`config.mk`:
```
export PLATFORM = sky130hd
export DESIGN_NAME = note_sequencer_flat
export DESIGN_NICKNAME = d
export VERILOG_FILES = /design/src/rtl/note_seq_pkg.sv /design/src/rtl/note_sequencer_if.sv /design/src/rtl/tick_divider.sv /design/src/rtl/note_sequencer.sv /design/src/flat_wrapper.sv
export SDC_FILE = /design/constraint.sdc
export NUM_CORES = 1
export LEC_CHECK = 0
export CAP_MARGIN = 10
export CORE_ASPECT_RATIO = 0.8
export CORE_MARGIN = 2
export CORE_UTILIZATION = 55
export DETAILED_ROUTE_END_ITERATION = 10
export HOLD_SLACK_MARGIN = 0.12
export PLACE_DENSITY = 0.69
export SYNTH_ARGS = -nofsm -noshare
export SYNTH_HDL_FRONTEND = slang
export SYNTH_SLANG_ARGS = --single-unit
```
`constraint.sdc`:
```
create_clock -name clk -period 3.49 [get_ports clk]
set_input_delay 0.698 -clock clk [delete_from_list [all_inputs] [get_ports clk]]
set_output_delay 0.698 -clock clk [all_outputs]
set_load 0.01 [all_outputs]
```
`src/rtl/note_seq_pkg.sv`:
```
// Shared types for the note sequencer: FSM state encoding and note RAM entry layout.
// An entry is {period, duration}, with the period in the upper bits.
package note_seq_pkg;

  typedef enum logic [1:0] {
    ST_IDLE  = 2'd0,
    ST_FETCH = 2'd1,
    ST_PLAY  = 2'd2,
    ST_GAP   = 2'd3
  } seq_state_t;

  localparam int DEF_COUNTER_WIDTH = 8;
  localparam int DEF_DUR_WIDTH     = 8;
  localparam int ENTRY_WIDTH       = DEF_COUNTER_WIDTH + DEF_DUR_WIDTH;

  function automatic int entry_width(input int counter_width, input int dur_width);
    return counter_width + dur_width;
  endfunction

endpackage

```
`src/rtl/note_sequencer_if.sv`:
```
// Host-side bundle of the note sequencer: RAM write port, playback control and playback outputs.
// Handshakes: wr_en is a valid with an implicit always-ready (every write is taken
// the cycle it is presented); start is a level request taken only while busy is low;
// stop is taken in any non-idle state.
interface note_sequencer_if #(
  parameter int COUNTER_WIDTH = 8,
  parameter int DUR_WIDTH     = 8,
  parameter int ADDR_WIDTH    = 4
);
  logic                     wr_en;
  logic [ADDR_WIDTH-1:0]    wr_addr;
  logic [COUNTER_WIDTH-1:0] wr_period;
  logic [DUR_WIDTH-1:0]     wr_dur;
  logic                     start;
  logic                     stop;
  logic                     loop;
  logic [ADDR_WIDTH-1:0]    last_addr;
  logic [COUNTER_WIDTH-1:0] freq_out;
  logic                     note_on;
  logic                     busy;
  logic                     done;
  logic [ADDR_WIDTH-1:0]    cur_addr;

  modport master (
    output wr_en, wr_addr, wr_period, wr_dur, start, stop, loop, last_addr,
    input  freq_out, note_on, busy, done, cur_addr
  );

  modport slave (
    input  wr_en, wr_addr, wr_period, wr_dur, start, stop, loop, last_addr,
    output freq_out, note_on, busy, done, cur_addr
  );
endinterface

```
`src/rtl/tick_divider.sv`:
```
// Duration-tick prescaler: counts 0..TICK_DIV-1 while enabled and flags the wrap cycle.
module tick_divider #(
  parameter int TICK_DIV = 1000
) (
  input  logic clk,
  input  logic reset,
  input  logic clr,
  input  logic en,
  output logic tick
);
  localparam int CW = (TICK_DIV > 2) ? $clog2(TICK_DIV) : 1;

  logic [CW-1:0] cnt_q;
  logic          wrap;

  assign wrap = (cnt_q == CW'(TICK_DIV - 1));
  assign tick = en && wrap;

  always_ff @(posedge clk) begin
    if (reset || clr) begin
      cnt_q <= '0;
    end else if (en) begin
      cnt_q <= wrap ? '0 : cnt_q + 1'b1;
    end
  end
endmodule

```
`src/rtl/note_sequencer.sv`:
```
// Melody sequencer: steps a (period, duration) note RAM and drives the square-wave
// generator period plus an audio gate, with an optional articulation gap per note.
module note_sequencer
  import note_seq_pkg::*;
#(
  parameter int COUNTER_WIDTH = DEF_COUNTER_WIDTH,
  parameter int DUR_WIDTH     = DEF_DUR_WIDTH,
  parameter int ADDR_WIDTH    = 4,
  parameter int TICK_DIV      = 1000,
  parameter int GAP_TICKS     = 1
) (
  input  logic              clk,
  input  logic              reset,
  note_sequencer_if.slave   bus,
  output seq_state_t        state_dbg
);
  localparam int EW    = entry_width(COUNTER_WIDTH, DUR_WIDTH);
  localparam int DEPTH = 2 ** ADDR_WIDTH;
  localparam int GW    = $clog2(GAP_TICKS + 2);

  logic [EW-1:0] ram [DEPTH];

  seq_state_t               state_q, state_d;
  logic [ADDR_WIDTH-1:0]    addr_q, addr_d;
  logic [ADDR_WIDTH-1:0]    last_q;
  logic [DUR_WIDTH-1:0]     remain_q;
  logic [GW-1:0]            gap_q;
  logic [COUNTER_WIDTH-1:0] freq_q;
  logic                     note_q;
  logic                     done_q;

  logic                     tick;
  logic                     launch;
  logic                     load_note;
  logic                     enter_gap;
  logic                     finish;
  logic                     abort;
  logic                     adv;

  logic [EW-1:0]            rd_entry;
  logic [COUNTER_WIDTH-1:0] rd_period;
  logic [DUR_WIDTH-1:0]     rd_dur;

  // The FETCH-cycle read lands directly in the freq/remaining registers, so the
  // note is audible the cycle after FETCH; a same-edge write is not yet visible.
  assign rd_entry  = ram[addr_q];
  assign rd_period = rd_entry[EW-1 -: COUNTER_WIDTH];
  assign rd_dur    = rd_entry[DUR_WIDTH-1:0];

  always_ff @(posedge clk) begin
    if (bus.wr_en) begin
      ram[bus.wr_addr] <= {bus.wr_period, bus.wr_dur};
    end
  end

  tick_divider #(
    .TICK_DIV (TICK_DIV)
  ) u_tick_divider (
    .clk   (clk),
    .reset (reset),
    .clr   ((state_q == ST_IDLE) || (state_q == ST_FETCH)),
    .en    ((state_q == ST_PLAY) || (state_q == ST_GAP)),
    .tick  (tick)
  );

  always_comb begin
    state_d = state_q;
    addr_d  = addr_q;
    launch  = 1'b0;
    finish  = 1'b0;
    abort   = 1'b0;
    adv     = 1'b0;

    case (state_q)
      ST_IDLE: begin
        if (bus.start && !bus.stop) begin
          state_d = ST_FETCH;
          addr_d  = '0;
          launch  = 1'b1;
        end
      end
      ST_FETCH: state_d = ST_PLAY;
      ST_PLAY: begin
        if (tick && (remain_q == DUR_WIDTH'(1))) begin
          if (GAP_TICKS > 0) state_d = ST_GAP;
          else               adv     = 1'b1;
        end
      end
      ST_GAP: begin
        if (tick && (gap_q == GW'(1))) adv = 1'b1;
      end
      default: state_d = ST_IDLE;
    endcase

    if (adv) begin
      if (addr_q != last_q) begin
        addr_d  = addr_q + 1'b1;
        state_d = ST_FETCH;
      end else if (bus.loop) begin
        addr_d  = '0;
        state_d = ST_FETCH;
      end else begin
        state_d = ST_IDLE;
        finish  = 1'b1;
      end
    end

    // stop overrides any progress made this cycle and suppresses done
    if ((state_q != ST_IDLE) && bus.stop) begin
      state_d = ST_IDLE;
      addr_d  = addr_q;
      finish  = 1'b0;
      abort   = 1'b1;
    end
  end

  assign load_note = (state_q == ST_FETCH) && (state_d == ST_PLAY);
  assign enter_gap = (state_q == ST_PLAY)  && (state_d == ST_GAP);

  always_ff @(posedge clk) begin
    if (reset) begin
      state_q  <= ST_IDLE;
      addr_q   <= '0;
      last_q   <= '0;
      remain_q <= '0;
      gap_q    <= '0;
      freq_q   <= '0;
      note_q   <= 1'b0;
      done_q   <= 1'b0;
    end else begin
      state_q <= state_d;
      addr_q  <= addr_d;
      done_q  <= finish;
      if (launch) last_q <= bus.last_addr;
      if (load_note) begin
        freq_q   <= rd_period;
        note_q   <= (rd_period != '0);
        remain_q <= (rd_dur == '0) ? DUR_WIDTH'(1) : rd_dur;
      end
      if ((state_q == ST_PLAY) && tick) remain_q <= remain_q - 1'b1;
      if ((state_q == ST_GAP) && tick)  gap_q    <= gap_q - 1'b1;
      if (enter_gap) begin
        note_q <= 1'b0;
        gap_q  <= GW'(GAP_TICKS);
      end
      if (finish || abort) begin
        freq_q <= '0;
        note_q <= 1'b0;
      end
    end
  end

  assign bus.freq_out = freq_q;
  assign bus.note_on  = note_q;
  assign bus.busy     = (state_q != ST_IDLE);
  assign bus.done     = done_q;
  assign bus.cur_addr = addr_q;
  assign state_dbg    = state_q;

endmodule

```
`src/flat_wrapper.sv`:
```
// flat-port wrapper written by rule: the top's interface ports become plain ports
module note_sequencer_flat import note_seq_pkg::*;
#(
  parameter int COUNTER_WIDTH = DEF_COUNTER_WIDTH,
  parameter int DUR_WIDTH     = DEF_DUR_WIDTH,
  parameter int ADDR_WIDTH    = 4,
  parameter int TICK_DIV      = 1000,
  parameter int GAP_TICKS     = 1
)
  (clk, reset, state_dbg, bus_wr_en, bus_wr_addr, bus_wr_period, bus_wr_dur, bus_start, bus_stop, bus_loop, bus_last_addr, bus_freq_out, bus_note_on, bus_busy, bus_done, bus_cur_addr);
  note_sequencer_if #(.COUNTER_WIDTH(COUNTER_WIDTH), .DUR_WIDTH(DUR_WIDTH), .ADDR_WIDTH(ADDR_WIDTH)) bus_i ();
  input  logic clk;
  input  logic reset;
  output seq_state_t state_dbg;
  input wire logic [$bits(bus_i.wr_en)-1:0] bus_wr_en;
  input wire logic [$bits(bus_i.wr_addr)-1:0] bus_wr_addr;
  input wire logic [$bits(bus_i.wr_period)-1:0] bus_wr_period;
  input wire logic [$bits(bus_i.wr_dur)-1:0] bus_wr_dur;
  input wire logic [$bits(bus_i.start)-1:0] bus_start;
  input wire logic [$bits(bus_i.stop)-1:0] bus_stop;
  input wire logic [$bits(bus_i.loop)-1:0] bus_loop;
  input wire logic [$bits(bus_i.last_addr)-1:0] bus_last_addr;
  output wire logic [$bits(bus_i.freq_out)-1:0] bus_freq_out;
  output wire logic [$bits(bus_i.note_on)-1:0] bus_note_on;
  output wire logic [$bits(bus_i.busy)-1:0] bus_busy;
  output wire logic [$bits(bus_i.done)-1:0] bus_done;
  output wire logic [$bits(bus_i.cur_addr)-1:0] bus_cur_addr;
  assign bus_i.wr_en = bus_wr_en;
  assign bus_i.wr_addr = bus_wr_addr;
  assign bus_i.wr_period = bus_wr_period;
  assign bus_i.wr_dur = bus_wr_dur;
  assign bus_i.start = bus_start;
  assign bus_i.stop = bus_stop;
  assign bus_i.loop = bus_loop;
  assign bus_i.last_addr = bus_last_addr;
  assign bus_freq_out = bus_i.freq_out;
  assign bus_note_on = bus_i.note_on;
  assign bus_busy = bus_i.busy;
  assign bus_done = bus_i.done;
  assign bus_cur_addr = bus_i.cur_addr;
  note_sequencer #(.COUNTER_WIDTH(COUNTER_WIDTH), .DUR_WIDTH(DUR_WIDTH), .ADDR_WIDTH(ADDR_WIDTH), .TICK_DIV(TICK_DIV), .GAP_TICKS(GAP_TICKS)) u_core (.clk(clk), .reset(reset), .bus(bus_i), .state_dbg(state_dbg));
endmodule
```
==> results.json, run 1 <==
{
  "startpoint_type": "flop",
  "overflow": 0,
  "yosys.area.top_type": "edfxtp_1",
  "min_from": "u_core.u_tick_divider.cnt_q[0]$_SDFFE_PP0P_",
  "finalPower_mw": 7.48,
  "route.met2.wl_um": 11400,
  "final_util": 0.657,
  "signal_buffers": 75,
  "p_comb_uw": 207,
  "sh_comb_area": 0.218,
  "p_sw_mw": 1.41,
  "synth_warnings": 0,
  "reg2reg_slack_ns": 0.96,
  "post-route-period-util": 0.724,
  "combinationalPowerShare": 0.028,
  "cp-end-kind": "flop",
  "cts-hold-fix-buffers": 0,
  "flop-count": 300,
  "worstSetupPathType": "flop to flop",
  "place_inst": 957,
  "core-area_um2": 20800,
  "drv_slew": 0,
  "nMultiInputCombCells": 306,
  "power_density_nw_per_um2": 546,
  "synth-xor-area-share": 0.00971,
  "nWellTaps": 269,
  "ir_drop_mv": 0.394,
  "warning_count": 27,
  "place_ws_ns": 0.746,
  "yosys_area_um2": 11700,
  "drc": 2,
  "clk_share": 0.0736,
  "antenna_found_initial": 0,
  "met3_wirelength_um": 1750,
  "fmax_ghz": 0.395,
  "hold_violations": 0,
  "clk_latency_ns": 0.54,
  "ff_type": "edfxtp_1",
  "reg.largest.list": "u_core.ram: 256 flops, u_core.u_tick_divider.cnt_q: 10 flops",
  "async_flop_share": 0,
  "highest_layer": "met4",
  "hold_path_class": "flop to flop",
  "buffer_area_frac": 0.0551,
  "setup_viol": 0,
  "ys_types": 51,
  "die_h_um": 135,
  "diodes": 0,
  "synth_adder_area_share": 0.00534,
  "violations": "DRC",
  "slowest_stage": "o31ai_1",
  "ys_top_logic_family": "multiplexers",
  "worst_path_largest_cell_delay_ns": 0.61,
  "final_area_um2": 13700,
  "fill_cells": 1456,
  "maxPowerGroup": "registers",
  "gr-usage-met3": 0.0363,
  "fp_util": 0.563,
  "clk_pin_slew_ns": 0.06,
  "clkPwrFrac": 0.440,
  "fin_setup_tns_ns": 0,
  "leakage_nw": 4.30,
  "flop_area_um2": 8570,
  "nets": 754,
  "nClkBuffers": 33,
  "yosys_cells": 644,
  "largest_class": "flip-flops and latches",
  "cts_made_buffers": 29,
  "fin_crit_ns": 2.53,
  "htree_levels": 1,
  "crit_chain": "ha_1 -> and4bb_2 -> and4_1 -> nand2_1 -> o31ai_1 -> o32ai_1",
  "outcome": "complete, but fails checks",
  "synth_cells": 644
}
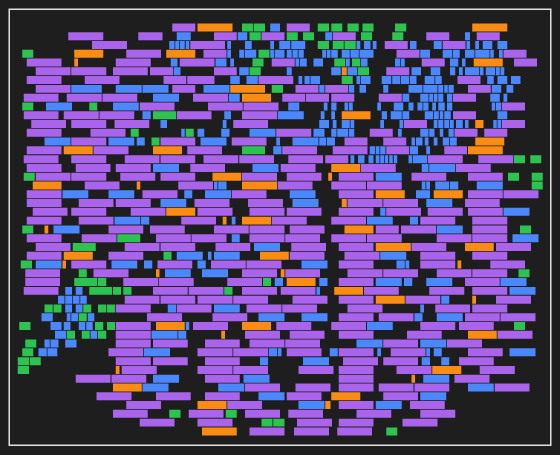
Fig. 1. Placed cells, one colour a class (run 1).
legend:
  orange:
    class: clock drivers and dummy loads
    cells: 53
    share_of_their_area: 7.5%
  green:
    class: other buffers and delay cells
    cells: 75
    share_of_their_area: 5.6%
  blue:
    class: all other logic
    cells: 313
    share_of_their_area: 23%
  purple:
    class: flip-flops
    cells: 300
    share_of_their_area: 64%

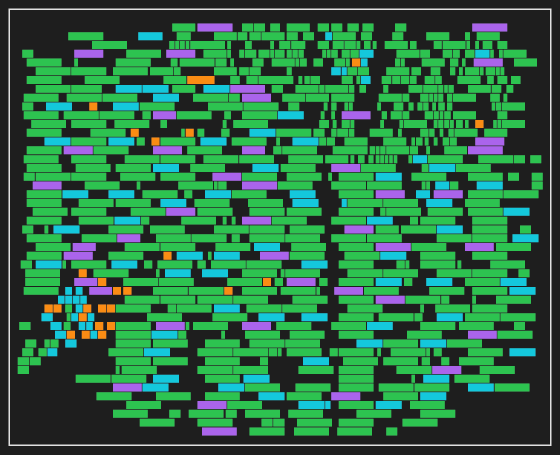
Fig. 2. Cells by drive strength (run 1).
legend:
  orange:
    size: drive 3 to 4
    cells: 25
    share: 3.4%
    most_used: buf_4
  cyan:
    size: drive 2
    cells: 94
    share: 13%
    most_used: mux4_2
  purple:
    size: drive 6 and up
    cells: 42
    share: 5.7%
    most_used: clkbuf_16
  green:
    size: drive 1 or less
    cells: 580
    share: 78%
    most_used: edfxtp_1

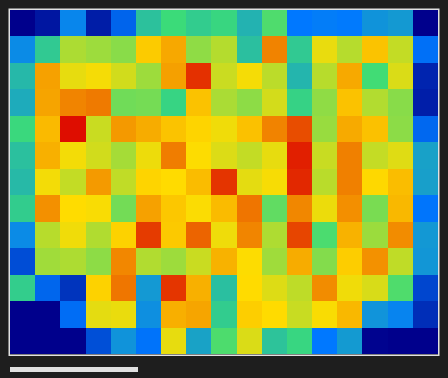
Fig. 3. Cell density map (run 1).
Scale bar: 50 um. 17 x 13 tiles, from dark blue (low) to red (high), 0 to 100% covered.
densest ninth of the die: middle
fullest tile: 99%
nearly empty tiles: 4.5%
tiles over 75% full: 32%
mean over tiles: 59%
emptiest ninth of the die: bottom left

Fig. 4: run 1, routed metal per tile
Scale bar: 50 um. 33 x 27 tiles, from dark blue (low) to red (high), scaled to the fullest tile. Values are wire area over tile area, all layers added.
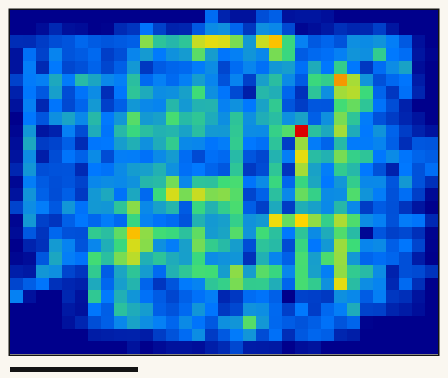

==> run 1 -> run 2 <==
CORE_UTILIZATION = 54   (was 55)
PLACE_DENSITY = 0.71   (was 0.69)
clock period = 2.3 ns   (was 3.49 ns; I/O delays follow)
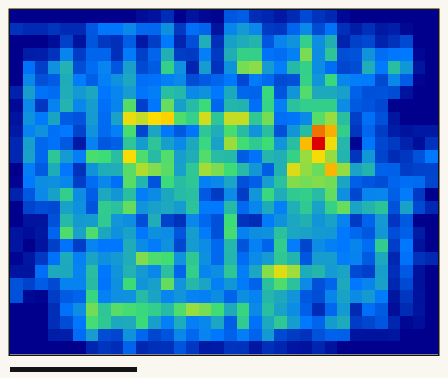
Fig. 5. Routed metal per tile (run 2).
Scale bar: 50 um. 34 x 27 tiles, from dark blue (low) to red (high), scaled to the fullest tile. Values are wire area over tile area, all layers added.
densest ninth of the die: middle
emptiest ninth of the die: bottom right
mean over tiles: 0.18

==> results.json, run 2 <==
{
  "leakage_nw": 4.45,
  "fin_crit_ns": 2.22,
  "synth_adder_area_share": 0.00534,
  "gr-usage-met3": 0.0339,
  "post-route-period-util": 0.965,
  "nets": 790,
  "fmax_ghz": 0.451,
  "buffer_area_frac": 0.0760,
  "outcome": "completed",
  "reg2reg_slack_ns": 0.08,
  "cts_made_buffers": 29,
  "p_sw_mw": 2.18,
  "crit_chain": "buf_12 -> mux4_2 -> a22oi_1 -> nand2_1 -> nor4_2 -> buf_4 -> a211oi_1",
  "flop-count": 300,
  "warning_count": 28,
  "htree_levels": 1,
  "signal_buffers": 111,
  "power_density_nw_per_um2": 776,
  "drv_slew": 0,
  "synth_cells": 644,
  "hold_path_class": "flop to flop",
  "yosys_cells": 644,
  "fill_cells": 1485,
  "cp-end-kind": "flop",
  "cts-hold-fix-buffers": 0,
  "ys_types": 51,
  "ir_drop_mv": 0.490,
  "startpoint_type": "flop",
  "hold_violations": 0,
  "ff_type": "edfxtp_1",
  "synth_warnings": 0,
  "final_util": 0.646,
  "sh_comb_area": 0.215,
  "yosys_area_um2": 11700,
  "reg.largest.list": "u_core.ram: 256 flops, u_core.u_tick_divider.cnt_q: 10 flops",
  "slowest_stage": "mux4_2",
  "clk_share": 0.0628,
  "place_inst": 999,
  "clk_latency_ns": 0.55,
  "core-area_um2": 21400,
  "worst_path_largest_cell_delay_ns": 0.52,
  "diodes": 0,
  "min_from": "u_core.bus.freq_out[3]$_SDFFE_PP0P_",
  "highest_layer": "met4",
  "route.met2.wl_um": 12600
}
